Fig. 1: placed standard cells
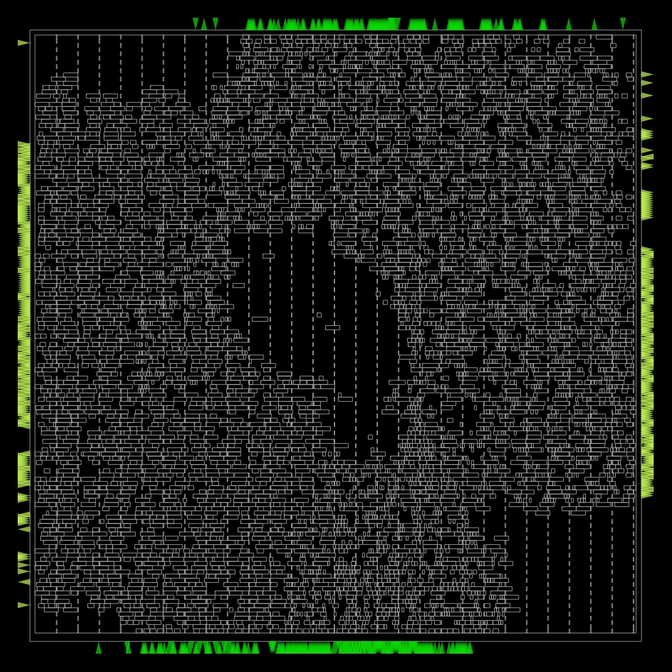
Fig. 2: met2 routing
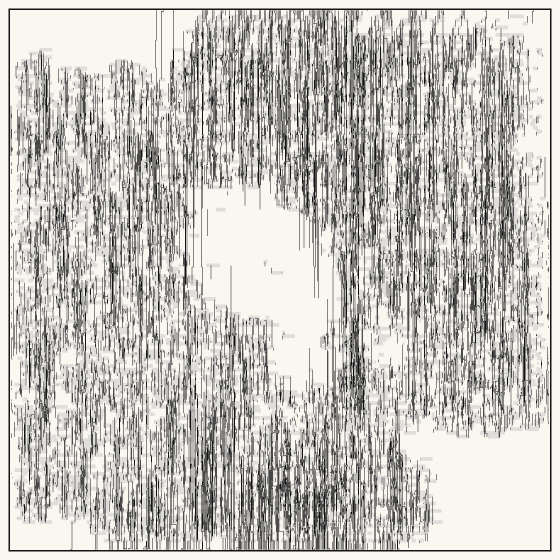
Fig. 3: signal wires on met3
Scale bar: 100 um.
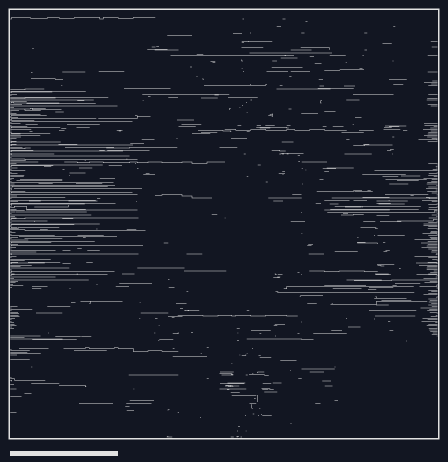
File: config.mk
export PLATFORM = sky130hd
export DESIGN_NAME = matmul_sequencer
export DESIGN_NICKNAME = d
export VERILOG_FILES = /design/src/rtl/matmul_sequencer.sv
export SDC_FILE = /design/constraint.sdc
export NUM_CORES = 2
export LEC_CHECK = 0
export CAP_MARGIN = 20
export CORE_MARGIN = 3
export CORE_UTILIZATION = 38
export DETAILED_ROUTE_END_ITERATION = 8
export PLACE_DENSITY_LB_ADDON = 0.15
export SYNTH_ARGS = -nofsm -noshare
export SYNTH_HDL_FRONTEND = slang
export SYNTH_SLANG_ARGS = --single-unit
export TNS_END_PERCENT = 30
File: constraint.sdc
create_clock -name clk -period 4.18 [get_ports clk]
set_input_delay 0.418 -clock clk [delete_from_list [all_inputs] [get_ports clk]]
set_output_delay 0.418 -clock clk [all_outputs]
set_load 0.01 [all_outputs]
File: src/rtl/matmul_sequencer.sv
// rtl/matmul_sequencer.sv - scratchpad-to-systolic-array matmul sequencer
// Loads weights and inputs, feeds a skewed input wavefront, collects result rows and writes them back.
module matmul_sequencer #(
  parameter int N  = 4,
  parameter int DW = 32
) (
  input  logic                   clk,
  input  logic                   n_rst,
  input  logic                   start_matmul,
  input  logic [31:0]            input_addr,
  input  logic [31:0]            weight_addr,
  input  logic [31:0]            output_addr,
  output logic                   matmul_finished,
  output logic                   busy,
  output logic                   sp_read_en,
  output logic                   sp_write_en,
  output logic [31:0]            sp_addr,
  output logic [DW-1:0]          sp_wdata,
  input  logic [DW-1:0]          sp_rdata,
  input  logic                   sp_ready,
  output logic                   sa_w_load,
  output logic [$clog2(N)-1:0]   sa_w_row,
  output logic [N*DW-1:0]        sa_w_data,
  output logic                   sa_in_valid,
  output logic [N*DW-1:0]        sa_in_data,
  input  logic                   sa_out_valid,
  input  logic [N*DW-1:0]        sa_out_data
);

  localparam int RW = $clog2(N);
  localparam int TW = $clog2(2 * N);
  localparam int CW = $clog2(N + 1);
  localparam int NW = N * DW;

  typedef enum logic [2:0] {
    IDLE, LOAD_W, LOAD_I, FEED, DRAIN, WRITE, DONE
  } state_t;

  state_t state, state_next;

  logic [31:0]         in_base, w_base, out_base;
  logic [RW-1:0]       row, col;
  logic [TW-1:0]       tcnt;
  logic [CW-1:0]       rcnt;
  logic [N*N*DW-1:0]   x_buf;
  logic [N*N*DW-1:0]   res_buf;
  logic [31:0]         elem_idx;
  logic [31:0]         elem_off;
  logic                last_elem;
  logic                rows_done;
  logic                capture;

  // Matrices are stored flat, row-major, element (r,c) at bit offset (r*N+c)*DW.
  assign elem_idx  = 32'(row) * 32'(N) + 32'(col);
  assign elem_off  = elem_idx << 2;
  assign last_elem = (row == RW'(N - 1)) && (col == RW'(N - 1));
  assign capture   = (state == FEED || state == DRAIN) && sa_out_valid && (rcnt < CW'(N));
  // A row arriving this cycle counts, so a final row landing in the last FEED cycle skips DRAIN.
  assign rows_done = (rcnt == CW'(N)) || ((rcnt == CW'(N - 1)) && sa_out_valid);

  always_ff @(posedge clk or negedge n_rst) begin
    if (!n_rst) state <= IDLE;
    else        state <= state_next;
  end

  always_comb begin
    state_next      = state;
    busy            = (state != IDLE);
    matmul_finished = 1'b0;
    sp_read_en      = 1'b0;
    sp_write_en     = 1'b0;
    sp_addr         = '0;
    sp_wdata        = '0;
    case (state)
      IDLE: begin
        if (start_matmul) state_next = LOAD_W;
      end
      LOAD_W: begin
        sp_read_en = 1'b1;
        sp_addr    = w_base + elem_off;
        if (sp_ready && last_elem) state_next = LOAD_I;
      end
      LOAD_I: begin
        sp_read_en = 1'b1;
        sp_addr    = in_base + elem_off;
        if (sp_ready && last_elem) state_next = FEED;
      end
      FEED: begin
        if (tcnt == TW'(2 * N - 2)) state_next = rows_done ? WRITE : DRAIN;
      end
      DRAIN: begin
        if (rows_done) state_next = WRITE;
      end
      WRITE: begin
        sp_write_en = 1'b1;
        sp_addr     = out_base + elem_off;
        sp_wdata    = res_buf[elem_idx * DW +: DW];
        if (sp_ready && last_elem) state_next = DONE;
      end
      DONE: begin
        matmul_finished = 1'b1;
        state_next      = IDLE;
      end
      default: state_next = IDLE;
    endcase
  end

  // Lane k at feed step t carries X[t-k][k]; outside the diagonal band it is zero.
  always_comb begin
    int tr;
    tr          = 0;
    sa_in_valid = (state == FEED);
    sa_in_data  = '0;
    if (state == FEED) begin
      for (int k = 0; k < N; k++) begin
        tr = int'(tcnt) - k;
        if (tr >= 0 && tr < N)
          sa_in_data[k * DW +: DW] = x_buf[(tr * N + k) * DW +: DW];
      end
    end
  end

  always_ff @(posedge clk or negedge n_rst) begin
    if (!n_rst) begin
      in_base   <= '0;
      w_base    <= '0;
      out_base  <= '0;
      row       <= '0;
      col       <= '0;
      tcnt      <= '0;
      rcnt      <= '0;
      x_buf     <= '0;
      res_buf   <= '0;
      sa_w_load <= 1'b0;
      sa_w_row  <= '0;
      sa_w_data <= '0;
    end else begin
      sa_w_load <= 1'b0;
      case (state)
        IDLE: begin
          if (start_matmul) begin
            in_base  <= input_addr;
            w_base   <= weight_addr;
            out_base <= output_addr;
            row      <= '0;
            col      <= '0;
            tcnt     <= '0;
            rcnt     <= '0;
          end
        end
        LOAD_W, LOAD_I, WRITE: begin
          if (sp_ready) begin
            if (state == LOAD_W) begin
              sa_w_data[32'(col) * DW +: DW] <= sp_rdata;
              if (col == RW'(N - 1)) begin
                sa_w_load <= 1'b1;
                sa_w_row  <= row;
              end
            end
            if (state == LOAD_I) x_buf[elem_idx * DW +: DW] <= sp_rdata;
            if (col == RW'(N - 1)) begin
              col <= '0;
              row <= (row == RW'(N - 1)) ? '0 : row + RW'(1);
            end else begin
              col <= col + RW'(1);
            end
          end
        end
        FEED: tcnt <= tcnt + TW'(1);
        default: ;
      endcase
      if (capture) begin
        res_buf[32'(rcnt) * 32'(NW) +: NW] <= sa_out_data;
        rcnt <= rcnt + CW'(1);
      end
    end
  end

endmodule

==> results.yml <==
# implementation run metrics
power_and_ir_drop:
  comb-power_uw: 16000
  finalPower_uw: 46400
  switching_power_uw: 15800
  seq_power_share_pct: 37.6
  p_seq_uw: 17400
  powerDensity_nw_per_um2: 649
  switching_share_pct: 34.2
  power_leader: "sequential cells"
  combPwrFrac_pct: 34.5
  leakage_uw: 0.0321
timing:
  finalSetupViolCount: 0
  slew_headroom_pct: 27.8
  setup_slack_ps: 58.4
  finalCritPeriodShare_pct: 98.6
  timing_hold_violations_final: 0
  period_needed_ps: 4120
  max_freq_ghz: 0.243
worst_setup_path:
  start_kind: "flip-flop"
  max_stage_delay_ps: 510
  critical_path.slowest_cell: "or4_4"
  crit_path_end_kind: "output port"
  crit_top_cell: "buf_4"
  critical_path_required_ps: 3760
  path_delay_family: "simple AND/OR/NAND/NOR gates"
  crit_fanout: 52
  arrival_ps: 3700
yosys:
  top_cells_by_area: "dfrtp_1 (55%), mux4_2 (11%), mux2_2 (11%)"
  yosysCellCount: 4948
  ff_type: "dfrtp_1"
  yosysTopAreaCell: "dfrtp_1"
  yosys.area.top_type_share_pct: 55.0
  top_cells_by_count: "dfrtp_1 (1264), nand2_1 (1242), o21ai_0 (608)"
  syn-num-nets: 5234
  yosys_area_um2: 57500
  ys.flops: 1264
finish:
  mostFrequentLayoutCell: "dfrtp_1"
  fin_cells: 7631
  layout-drive-gt1-share_pct: 24.1
  finalInstanceArea_um2: 71400
  n_fill_cell: 13700
  nNetsFinal: 5765
  comb_area_um2: 24500
placed_design:
  gp_congestion: 0.838
  dp_cells: 7309
worst_hold_path:
  holdPathStages: 3
  hp-class: "primary input to flip-flop"
routing:
  ant_nets: 0
  drtIter0Drc: 2714
  drt-pass1-iter-count: 5
  drc: 0
clock_network:
  clock_path_buffers: 3
  clock.latency.late_pin_ps: 770
  ctsResizeCount: 95
  cts_tree: "done"
  root_buffer: "clkbuf_16"
  clk_pin_slew_worst_paths_ps: 60
  cts_max_level: 4
global_routing:
  antenna_found_initial: 37
  grt_pass1_vias: 41500
  grt_max_degree: 141
  overflow: 0
floorplanning:
  die_x_um: 395
  pin_count: 589
  dieArea_um2: 156000
  die_y_um: 395
outcome:
  outcome: "finished clean"
job:
  warnings: 63
Back to the opening pictures, Fig. 1:
sequential share of cell area: 44.3%
Std-Cell Rows: 142
Tapcells: 2016
Core Region: 150000 um2
Layout Utilization: 47.6%

Back to the opening pictures, Fig. 2:
share of all routed wire: 47%
wire length on this layer: 85.3 mm
vias: 40500
DRT Wirelength: 183000 um
met2 Resource Use GR: 36.9%

Back to the opening pictures, Fig. 3:
share of all routed wire: 6.8%
main direction: horizontal
M3 GR Usage: 6.27%

## metal layers
| metal | global-route usage, % | vias up | part of all wire [%] |
|---|---|---|---|
| met1 | 31.8 | 20700 | 44 |
| met4 | 6.88 | 20 | 2.5 |
| met5 | 0 | - | 0.084 |
| met2 | 36.9 | 1028 | 47 |
| met3 | 6.27 | 261 | 6.8 |
| li1 | - | 18500 | - |
## flip-flops by register name (all words and copies together), names as in the netlist, 3 cells and up
name	cells
res_buf	512
rcnt	3
x_buf	512
state	3
out_base	32
sa_w_data	128
in_base	32
w_base	32
tcnt	3
## cells by family (layout without fill, tap and decap cells)
kind of cell    after synthesis  after routing  share of synthesized area [%]
fa+ha+maj                    25             25                          0.557
mux                         837            837                           22.0
compound gates              749            749                           7.05
flops                      1264           1264                           55.0
simple gates               1635           1637                           12.1
xor+xnor                     15             15                          0.229
buf+inv                     423           1066                           2.97
other cells                   0             22                              0
## worst reg2reg max path, stage by stage (launching register included)
cell and delay, ps:
dfrtp_2 450, buf_4 160, buf_12 140, nand2b_4 170, buf_6 140, buf_4 130, buf_4 130, o21ai_0 280
nand3_1 270, nor3b_1 250, buf_4 180, o2111ai_4 260, buf_12 330, mux2_2 650
## worst paths after layout
path | to | from | slack, ps
max | sp_addr[30] | state[0] | 60
min | in_base[27] | input_addr[27] | 170
max reg2reg | res_buf[306] | state[1] | 520
min reg2reg | x_buf[186] | x_buf[186] | 470
max in group asynchronous | res_buf[85] | n_rst | 2630
min in group asynchronous | x_buf[466] | n_rst | 270
## layout make-up
type                            instances  area share, %
Sequential cell                      1264           44.3
Multi-Input combinational cell       3263           34.3
Timing Repair Buffer                  781           10.9
Clock buffer                          220           5.94
Tap cell                             2016           3.53
Clock inverter                         42          0.815
Inverter                               23          0.123
Antenna cell                           22         0.0771
